<file path="config.mk">
export PLATFORM = sky130hd
export DESIGN_NAME = lib_arb_input_queue
export DESIGN_NICKNAME = d
export VERILOG_FILES = /design/src/rtl/lib_arb_pkg.sv /design/src/rtl/lib_fifo_sync.sv /design/src/rtl/lib_arb_input_queue.sv
export SDC_FILE = /design/constraint.sdc
export NUM_CORES = 1
export LEC_CHECK = 0
export ABC_CLOCK_PERIOD_IN_PS = 2500
export CORE_AREA = 10 10 247 249
export CTS_CLUSTER_DIAMETER = 80
export DETAILED_ROUTE_END_ITERATION = 10
export DIE_AREA = 0 0 257 259
export PLACE_DENSITY = 0.64
export SLEW_MARGIN = 40
export SYNTH_ARGS = -nofsm -noshare
export SYNTH_HDL_FRONTEND = slang
export SYNTH_SLANG_ARGS = --single-unit
</file>
<file path="constraint.sdc">
create_clock -name clk -period 2.5 [get_ports clk]
set_clock_uncertainty 0.2 [all_clocks]
set_input_delay 0.375 -clock clk [delete_from_list [all_inputs] [get_ports clk]]
set_output_delay 0.375 -clock clk [all_outputs]
set_load 0.02 [all_outputs]
</file>
<file path="src/rtl/lib_arb_pkg.sv">
// rtl/lib_arb_pkg.sv - shared defaults and helpers for the arbiter input queue
package lib_arb_pkg;

    localparam int N_DEF     = 4;
    localparam int WIDTH_DEF = 32;
    localparam int DEPTH_DEF = 4;

    // Widest request vector the one-hot helper accepts
    localparam int MAX_N     = 64;

    // True when exactly one bit of vec is set
    function automatic logic onehot_chk(input logic [MAX_N-1:0] vec);
        return (vec != '0) && ((vec & (vec - 1'b1)) == '0);
    endfunction

    // Occupancy counter width: must hold the value DEPTH itself
    function automatic int count_width(input int depth);
        return $clog2(depth) + 1;
    endfunction

endpackage

</file>
<file path="src/rtl/lib_fifo_sync.sv">
// rtl/lib_fifo_sync.sv - single-clock FIFO with combinational head word
module lib_fifo_sync
    import lib_arb_pkg::*;
#(
    parameter  int WIDTH = WIDTH_DEF,
    parameter  int DEPTH = DEPTH_DEF,
    localparam int AW    = $clog2(DEPTH),
    localparam int CW    = count_width(DEPTH)
) (
    input  logic             clk,
    input  logic             reset,
    input  logic             i_push,
    input  logic             i_pop,
    input  logic [WIDTH-1:0] i_wdata,
    output logic [WIDTH-1:0] o_rdata,
    output logic [CW-1:0]    o_count,
    output logic             o_full,
    output logic             o_empty
);

    logic [WIDTH-1:0] r_mem [DEPTH];
    logic [AW-1:0]    r_wr_ptr;
    logic [AW-1:0]    r_rd_ptr;
    logic [CW-1:0]    r_count;
    logic             w_push;
    logic             w_pop;

    // Overflow and underflow are blocked here so the storage can never corrupt
    assign w_push  = i_push & ~o_full;
    assign w_pop   = i_pop & ~o_empty;

    assign o_count = r_count;
    assign o_full  = (r_count == CW'(DEPTH));
    assign o_empty = (r_count == '0);
    assign o_rdata = r_mem[r_rd_ptr];

    // Storage array; contents are don't-care while the count says empty
    always_ff @(posedge clk) begin
        if (w_push) begin
            r_mem[r_wr_ptr] <= i_wdata;
        end
    end

    // Pointers wrap naturally because DEPTH is a power of two
    always_ff @(posedge clk or posedge reset) begin
        if (reset) begin
            r_wr_ptr <= '0;
            r_rd_ptr <= '0;
        end else begin
            if (w_push) begin
                r_wr_ptr <= r_wr_ptr + 1'b1;
            end
            if (w_pop) begin
                r_rd_ptr <= r_rd_ptr + 1'b1;
            end
        end
    end

    // Occupancy: simultaneous push and pop leaves the count unchanged
    always_ff @(posedge clk or posedge reset) begin
        if (reset) begin
            r_count <= '0;
        end else begin
            case ({w_push, w_pop})
                2'b10:   r_count <= r_count + 1'b1;
                2'b01:   r_count <= r_count - 1'b1;
                default: r_count <= r_count;
            endcase
        end
    end

endmodule

</file>
<file path="src/rtl/lib_arb_input_queue.sv">
// rtl/lib_arb_input_queue.sv - per-requester FIFOs feeding a round-robin arbiter
module lib_arb_input_queue
    import lib_arb_pkg::*;
#(
    parameter int N     = N_DEF,
    parameter int WIDTH = WIDTH_DEF,
    parameter int DEPTH = DEPTH_DEF
) (
    input  logic                     clk,
    input  logic                     reset,
    input  logic [0:N-1][WIDTH-1:0]  i_data_in,
    input  logic [0:N-1]             i_data_val,
    output logic [0:N-1]             o_en,
    output logic [0:N-1]             o_request,
    input  logic [0:N-1]             i_grant,
    output logic [WIDTH-1:0]         o_data,
    output logic                     o_data_val,
    input  logic                     i_en,
    output logic                     o_grant_err
);

    localparam int CW = count_width(DEPTH);

    logic [N-1:0]       w_push;
    logic [N-1:0]       w_pop;
    logic [N-1:0]       w_full;
    logic [N-1:0]       w_empty;
    logic [N-1:0]       w_q;
    logic [WIDTH-1:0]   w_head  [N];
    logic [CW-1:0]      w_count [N];
    logic [WIDTH-1:0]   w_win;
    logic               w_stall;
    logic               w_q_onehot;
    logic               w_q_multi;
    logic               w_any_pop;

    logic [WIDTH-1:0]   r_data;
    logic               r_data_val;
    logic               r_grant_err;

    // A held output word that downstream refuses blocks every request, so the
    // arbiter pointer only moves on cycles that actually transfer a word
    assign w_stall = r_data_val & ~i_en;

    genvar gi;
    generate
        for (gi = 0; gi < N; gi++) begin : g_src
            assign o_en[gi]      = ~w_full[gi];
            assign w_push[gi]    = i_data_val[gi] & ~w_full[gi];
            assign o_request[gi] = (w_count[gi] != '0) & ~w_stall;
            assign w_q[gi]       = i_grant[gi] & o_request[gi];
            assign w_pop[gi]     = w_q_onehot & w_q[gi] & ~w_empty[gi];

            lib_fifo_sync #(
                .WIDTH (WIDTH),
                .DEPTH (DEPTH)
            ) u_fifo (
                .clk     (clk),
                .reset   (reset),
                .i_push  (w_push[gi]),
                .i_pop   (w_pop[gi]),
                .i_wdata (i_data_in[gi]),
                .o_rdata (w_head[gi]),
                .o_count (w_count[gi]),
                .o_full  (w_full[gi]),
                .o_empty (w_empty[gi])
            );
        end
    endgenerate

    // Only a single-bit qualified grant may pop; multi-hot is reported instead
    assign w_q_onehot = onehot_chk(MAX_N'(w_q));
    assign w_q_multi  = (w_q != '0) & ~w_q_onehot;
    assign w_any_pop  = (w_pop != '0);

    // Select the head word of the granted source (at most one pop bit is set)
    always_comb begin
        w_win = '0;
        for (int i = 0; i < N; i++) begin
            if (w_pop[i]) begin
                w_win = w_win | w_head[i];
            end
        end
    end

    // Single-stage output register; reloads in the same cycle it drains
    always_ff @(posedge clk or posedge reset) begin
        if (reset) begin
            r_data      <= '0;
            r_data_val  <= 1'b0;
            r_grant_err <= 1'b0;
        end else begin
            r_grant_err <= w_q_multi;
            if (w_any_pop) begin
                r_data     <= w_win;
                r_data_val <= 1'b1;
            end else if (i_en) begin
                r_data_val <= 1'b0;
            end
        end
    end

    assign o_data      = r_data;
    assign o_data_val  = r_data_val;
    assign o_grant_err = r_grant_err;

endmodule

</file>
**Clock wires, drivers and flops**

Scale bar: 100 µm.
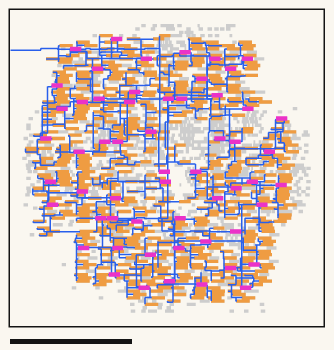
- magenta: clock drivers (count 57)
- orange: flip-flops (count 574)
- blue: clock wires (length 6310 µm)
- flops lie: all over the die
- routed clock nets: 58

**Drive-strength map**

Scale bar: 100 µm.
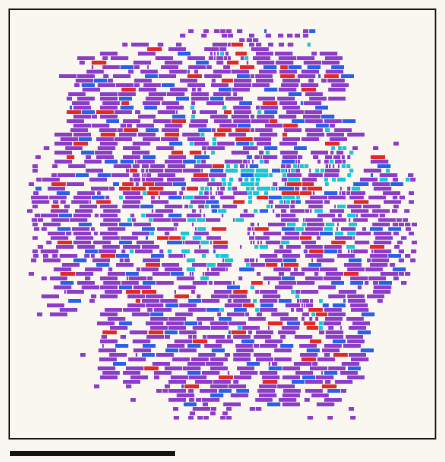
- purple: _0 and _1 cells (cells 976; share 71%)
- red: _6 and larger (cells 96; share 7.0%)
- cyan: _3 and _4 cells (cells 135; share 9.9%)
- blue: _2 cells (cells 163; share 12%)

==> metrics.yaml <==
grt_util_all_layers: 0.1621
yosys_most_used_dff: "edfxtp_1"
num-fill-cells: 4577
antenna_cells: 1
grt_max_degree: 35
m1WireLength_um: 22960
die_x_um: 257
period_needed_ps: 2563
critPathKind: "flop to flop"
yosys.stat.seqShare: 0.7602
drive_above_1_share: 0.2876
initCoreUtil: 0.3979
hold_start: "i_data_in[71]"
violations: "negative setup slack"
instances_no_fill: 2127
critPathMaxStageDelay_ps: 580
fin_ws_ps: -62.70
rsz0062_at_grt: "true"
openroad.warnings: 41
flop_area_mm2: 0.01693
comb_share: 0.1815
drv_cap: 0
finalSetupViolations: 34
met2_length_um: 26940
cts_root_buf: "clkbuf_16"
grt_pass1_wl_um: 79430
sh_seq_area: 0.6079
hold_depth: 1
clock.latency.late_pin_ps: 610
topCombFamilyByArea: "multiplexers"
arrival_ps: 2830
top_power_group: "registers"
switchingPower_w: 0.01050
num_vias: 11064
layout_top_cell: "edfxtp_1"
fa_ha_area_frac: 0.01529
comb_power_w: 0.0120
ff_count: 574
globalRouteMet3Util: 0.03984
busiest_layer: "met2"
min_path_type: "input pin to flop"
holdWs_ps: 198.4
dp_slack_ps: -672.9
status: "complete, but fails checks"
chipHeight_um: 259
